==> config.mk <==
export PLATFORM = sky130hd
export DESIGN_NAME = rf_access_ctrl
export DESIGN_NICKNAME = d
export VERILOG_FILES = /design/src/rtl/rf_access_ctrl.sv
export SDC_FILE = /design/constraint.sdc
export NUM_CORES = 1
export LEC_CHECK = 0
export CELL_PAD_IN_SITES_DETAIL_PLACEMENT = 2
export CELL_PAD_IN_SITES_GLOBAL_PLACEMENT = 2
export CORE_MARGIN = 5
export CORE_UTILIZATION = 23
export CTS_CLUSTER_DIAMETER = 80
export CTS_CLUSTER_SIZE = 12
export DETAILED_ROUTE_END_ITERATION = 16
export PLACE_DENSITY_LB_ADDON = 0.1
export SETUP_SLACK_MARGIN = 0.3
export SLEW_MARGIN = 5
export SYNTH_ARGS = -nofsm -noshare
export SYNTH_HDL_FRONTEND = slang
export SYNTH_SLANG_ARGS = --single-unit
export TNS_END_PERCENT = 1
==> constraint.sdc <==
create_clock -name clk -period 2.26 [get_ports clk]
set_clock_uncertainty 0.15 [all_clocks]
set_input_delay 0.339 -clock clk [delete_from_list [all_inputs] [get_ports clk]]
set_output_delay 0.339 -clock clk [all_outputs]
set_load 0.03 [all_outputs]
==> src/rtl/rf_access_ctrl.sv <==
// rf_access_ctrl: sequences one register-file access per request.
// It reads two operands, optionally writes one register, then holds the
// operands until the consumer takes them.
//
// Optional feature: define RF_WRITE_FIRST_EN to perform the write before
// the operand read when wen=1, so operands that name rd see the new data.
//
// state | meaning
// IDLE  | ready for a request
// READ  | read addresses driven, operands captured at end of cycle
// WRITE | single-cycle register-file write strobe
// HOLD  | operands presented, waiting for op_ready
module rf_access_ctrl #(
    parameter int WORD_SIZE = 16,
    parameter int ADDR_W    = 2
) (
    input  logic                 clk,
    input  logic                 reset,
    input  logic                 req_valid,
    output logic                 req_ready,
    input  logic [ADDR_W-1:0]    req_rs,
    input  logic [ADDR_W-1:0]    req_rt,
    input  logic [ADDR_W-1:0]    req_rd,
    input  logic                 req_wen,
    input  logic [WORD_SIZE-1:0] req_wdata,
    output logic [ADDR_W-1:0]    rf_addr1,
    output logic [ADDR_W-1:0]    rf_addr2,
    input  logic [WORD_SIZE-1:0] rf_data1,
    input  logic [WORD_SIZE-1:0] rf_data2,
    output logic [ADDR_W-1:0]    rf_addr3,
    output logic [WORD_SIZE-1:0] rf_data3,
    output logic                 rf_write,
    output logic                 op_valid,
    output logic [WORD_SIZE-1:0] op_a,
    output logic [WORD_SIZE-1:0] op_b,
    input  logic                 op_ready
);

`ifdef RF_WRITE_FIRST_EN
    localparam bit WRITE_FIRST = 1'b1;
`else
    localparam bit WRITE_FIRST = 1'b0;
`endif

    typedef enum logic [1:0] {
        IDLE  = 2'd0,
        READ  = 2'd1,
        WRITE = 2'd2,
        HOLD  = 2'd3
    } state_t;

    state_t                state_q, state_d;
    logic                  wen_q;
    logic                  req_ready_q;
    logic                  op_valid_q;
    logic                  rf_write_q;
    logic [ADDR_W-1:0]     rf_addr1_q, rf_addr2_q, rf_addr3_q;
    logic [WORD_SIZE-1:0]  rf_data3_q;
    logic [WORD_SIZE-1:0]  op_a_q, op_b_q;

    // Next-state selection; write-first order only changes the wen=1 path.
    always_comb begin
        state_d = state_q;
        case (state_q)
            IDLE:    if (req_valid) state_d = (req_wen && WRITE_FIRST) ? WRITE : READ;
            READ:    state_d = (wen_q && !WRITE_FIRST) ? WRITE : HOLD;
            WRITE:   state_d = WRITE_FIRST ? READ : HOLD;
            HOLD:    if (op_ready) state_d = IDLE;
            default: state_d = IDLE;
        endcase
    end

    // State, request latches and registered outputs derived from the next state.
    always_ff @(posedge clk) begin
        if (reset) begin
            state_q     <= IDLE;
            wen_q       <= 1'b0;
            req_ready_q <= 1'b1;
            op_valid_q  <= 1'b0;
            rf_write_q  <= 1'b0;
            rf_addr1_q  <= '0;
            rf_addr2_q  <= '0;
            rf_addr3_q  <= '0;
            rf_data3_q  <= '0;
            op_a_q      <= '0;
            op_b_q      <= '0;
        end else begin
            state_q     <= state_d;
            req_ready_q <= (state_d == IDLE);
            op_valid_q  <= (state_d == HOLD);
            rf_write_q  <= (state_d == WRITE);
            if (state_q == IDLE && req_valid) begin
                wen_q      <= req_wen;
                rf_addr1_q <= req_rs;
                rf_addr2_q <= req_rt;
                // Write port only moves when a write is requested, so it keeps its last value otherwise.
                if (req_wen) begin
                    rf_addr3_q <= req_rd;
                    rf_data3_q <= req_wdata;
                end
            end
            if (state_q == READ) begin
                op_a_q <= rf_data1;
                op_b_q <= rf_data2;
            end
        end
    end

    assign req_ready = req_ready_q;
    assign op_valid  = op_valid_q;
    assign op_a      = op_a_q;
    assign op_b      = op_b_q;
    assign rf_addr1  = rf_addr1_q;
    assign rf_addr2  = rf_addr2_q;
    assign rf_addr3  = rf_addr3_q;
    assign rf_data3  = rf_data3_q;
    // Gate the strobe with reset so a reset landing mid-WRITE cannot commit the write.
    assign rf_write  = rf_write_q & ~reset;

endmodule

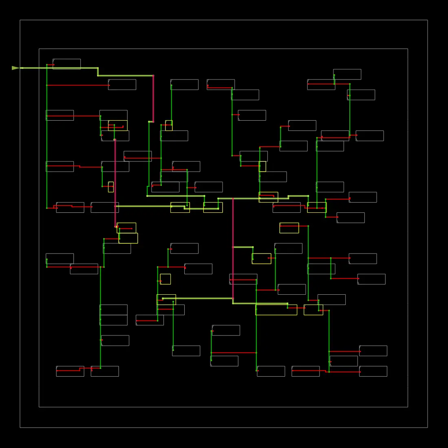
run_1/clocks.png
worst-skew pair later-pin latency: 330 ps
TritonCTS buffer count: 9
clock network power: 0.982 mW
number of sequential cells in the layout: 60
number of sinks handled by clock tree synthesis: 60

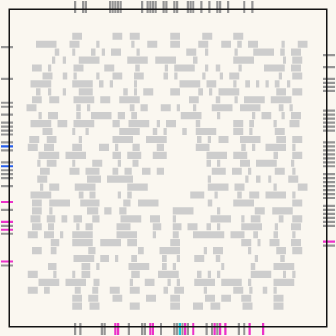
run_1/io_placement.png
Pins as bars across the die edge, other pins in gray.
reset -> cyan  # pins 1, direction input, edge bottom
req_rs -> blue  # pins 2, direction input, edge left
rf_data3 -> magenta  # pins 16, direction output, edge 11 bottom, 4 left, 1 right
all pins by edge = 34 right, 29 bottom, 27 top, 26 left

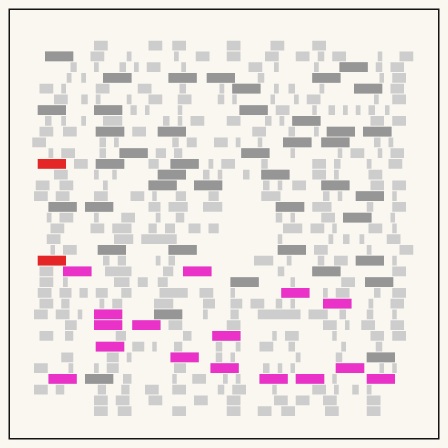
run_1/flops_by_reg.png
Other sequential cells in the stronger gray, the rest of the logic in the fainter gray.
rf_data3 -> magenta  # flops 16
rf_addr2 -> red  # flops 2
not colored = 42

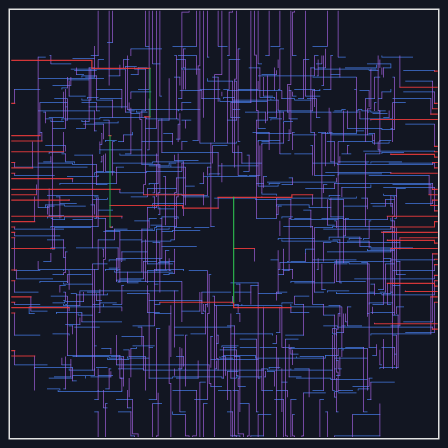
run_1/wires.png
metal 1 -> blue  # wire length 3200 µm
metal 4 -> green  # wire length 61.9 µm
metal 3 -> red  # wire length 504 µm
metal 2 -> purple  # wire length 3660 µm

==> qor.log, run 1 <==
[run_status] outcome finished clean
[min_path] origin of the worst min-delay path reset
[synthesis] yosys cell count 257
[grt] number of global-route vias before repair 2342
[pwr] Internal 1.96 mW
[flow_run] number of logged tool warnings 26
[floorplan] IO Count 116
[layout] proportion of cell area occupied by multi-input gates 24.3%
[worst_setup_path] largest delay contributor family on the critical path buffers and inverters
[worst_setup_path] critical path launch point rf_data3[0]
[floorplan] width of the die 108 µm
[synthesis] area fraction in and, or, nand and nor cells 23.1%
[synthesis] largest combinational cell category by area simple AND/OR/NAND/NOR gates
[layout] relative area change from synthesis to final layout 65.3%
[min_path] number of cells on the worst hold path 2
[synthesis] leading post-synthesis cells by instance count nand2_1 (91), dfxtp_1 (60), a21oi_1 (42)
[floorplan] area of the die 11700 µm²
[layout] Filler Cells Inserted 1044
[routing] WL met2 3.66 mm
[synthesis] count of unique library cells instantiated by Yosys 22
[timing] Worst Hold Margin 230 ps
[synthesis] part of the Yosys area used for sequential elements 54.1%
[timing] number of hold violations in the final report 0
[min_path] Hold Path End rf_addr1[0]
[synthesis] number of flops mapped to enable cells by yosys 0
[grt] met3 track demand over resource 5.25%
[worst_setup_path] reg-to-reg critical path startpoint state_q[0]
[synthesis] area of the mapped netlist 2220 µm²
[routing] Met3 Wirelength 503 µm
[clock_tree] post-cts hold buffer count 0
[placement] placed inst area 3470 µm²
[layout] storage element area 1200 µm²
[worst_setup_path] logic depth of the worst setup path including buffers 1
[worst_setup_path] worst reg2reg path depth 4
[pwr] Leak 1.30 nW
[pwr] Seq power 1.17 mW
[timing] final number of setup-violating endpoints 0
[synthesis] average cell area after synthesis 8.65 µm²
[pwr] power in combinational cells 0.570 mW
[worst_setup_path] arrival time reported for the critical path endpoint 1370 ps
[pwr] Max power group sequential cells
run_1/logic_types.png
Bar = 20 µm.
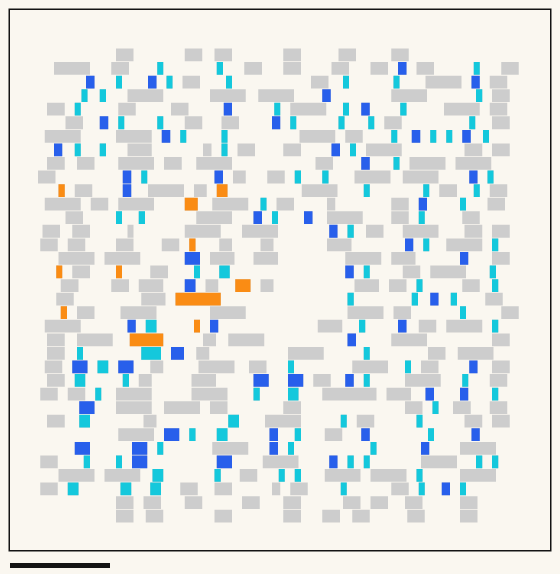

## Run 2: what changed since run 1
- CORE_UTILIZATION: 23 -> 19
- clock period: 2.26 -> 1.7 ns (I/O delays scaled with it)
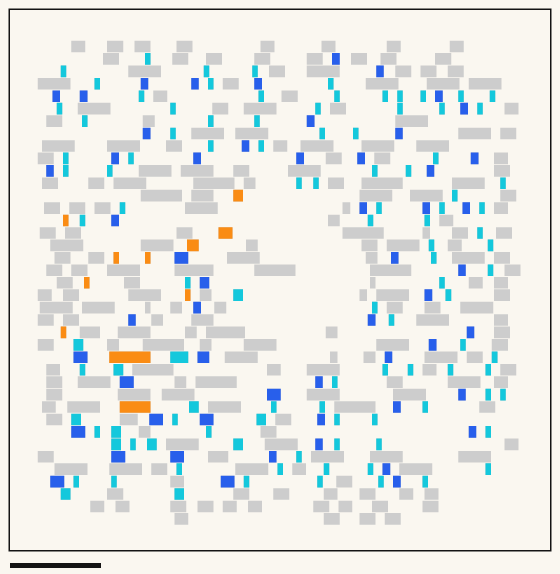
run_2/logic_types.png
Bar = 20 µm.
NAND gates -> cyan  # cells 104, most used nand2_1, where widely spread
inverting AOI/OAI gates -> blue  # cells 55, most used a21oi_1, where widely spread
NOR gates -> orange  # cells 11, most used nor2_1, where left middle

==> qor.log, run 2 <==
[pwr] power in combinational cells 0.755 mW
[floorplan] FP Util 19.5%
[placement] post-placement cell count 508
[pwr] clock network power 1.66 mW
[synthesis] leading post-synthesis cells by instance count nand2_1 (91), dfxtp_1 (60), a21oi_1 (42)
[pwr] Seq power 1.55 mW
[grt] total global routing overflow 0
[worst_setup_path] largest delay contributor family on the critical path buffers and inverters
[flow_run] number of logged tool warnings 28
[routing] Met3 Wirelength 488 µm
[synthesis] count of unique library cells instantiated by Yosys 22
[pwr] Leak 1.57 nW
[clock_tree] TritonCTS buffer count 9
[worst_setup_path] arrival time reported for the critical path endpoint 1060 ps
[worst_setup_path] critical path launch point rf_data3[11]
[pwr] Internal 2.89 mW
[floorplan] area of the die 14000 µm²
[layout] most frequent logic cell in the layout nand2_1
[layout] relative area change from synthesis to final layout 72.2%
[clock_tree] number of sinks handled by clock tree synthesis 60
[synthesis] area fraction in and, or, nand and nor cells 23.1%
[synthesis] average cell area after synthesis 8.65 µm²
[floorplan] area of the placeable core 11400 µm²
[synthesis] number of flops mapped to enable cells by yosys 0
[pwr] pwr dens 1040 nW/µm²
[timing] setup total negative slack 0 ps
[run_status] outcome finished clean
[layout] share of cells above drive strength 1 15.1%
[synthesis] area of the mapped netlist 2220 µm²
[clock_tree] TritonCTS clock tree built
[timing] number of hold violations in the final report 0
[clock_tree] post-cts hold buffer count 0
[timing] final number of setup-violating endpoints 0
[floorplan] tap cell count 143
[timing] Worst Hold Margin 150 ps
[grt] met3 track demand over resource 3.87%
[synthesis] yosys cell count 257
[worst_setup_path] reg-to-reg critical path startpoint state_q[1]
[min_path] origin of the worst min-delay path reset
[synthesis] largest combinational cell category by area simple AND/OR/NAND/NOR gates
[worst_setup_path] logic depth of the worst setup path including buffers 1
[placement] post-detailed-placement half-perimeter wirelength 5.71 mm
[min_path] Hold Path End op_a[4]
[grt] antenna violations before repair 0
[pwr] Max power group clock
[layout] number of sequential cells in the layout 60
[routing] M1 WL 3.32 mm
[floorplan] standard-cell rows 39
[synthesis] post-synthesis cell type with the largest combined area dfxtp_1
[worst_setup_path] worst reg2reg path depth 4
[worst_setup_path] cells traversed along the worst timing path dlygate4sd2_1
[floorplan] IO Count 116
[placement] placed inst area 3550 µm²
[layout] Filler Cells Inserted 1288
[routing] overall via count from detail_route 2188
[layout] storage element area 1210 µm²
[floorplan] width of the die 118 µm
[routing] WL met2 3.96 mm
[layout] proportion of cell area occupied by multi-input gates 23.3%
[clock_tree] worst-skew pair later-pin latency 320 ps
No activity file was given, so power comes from the tool's default toggle rates.
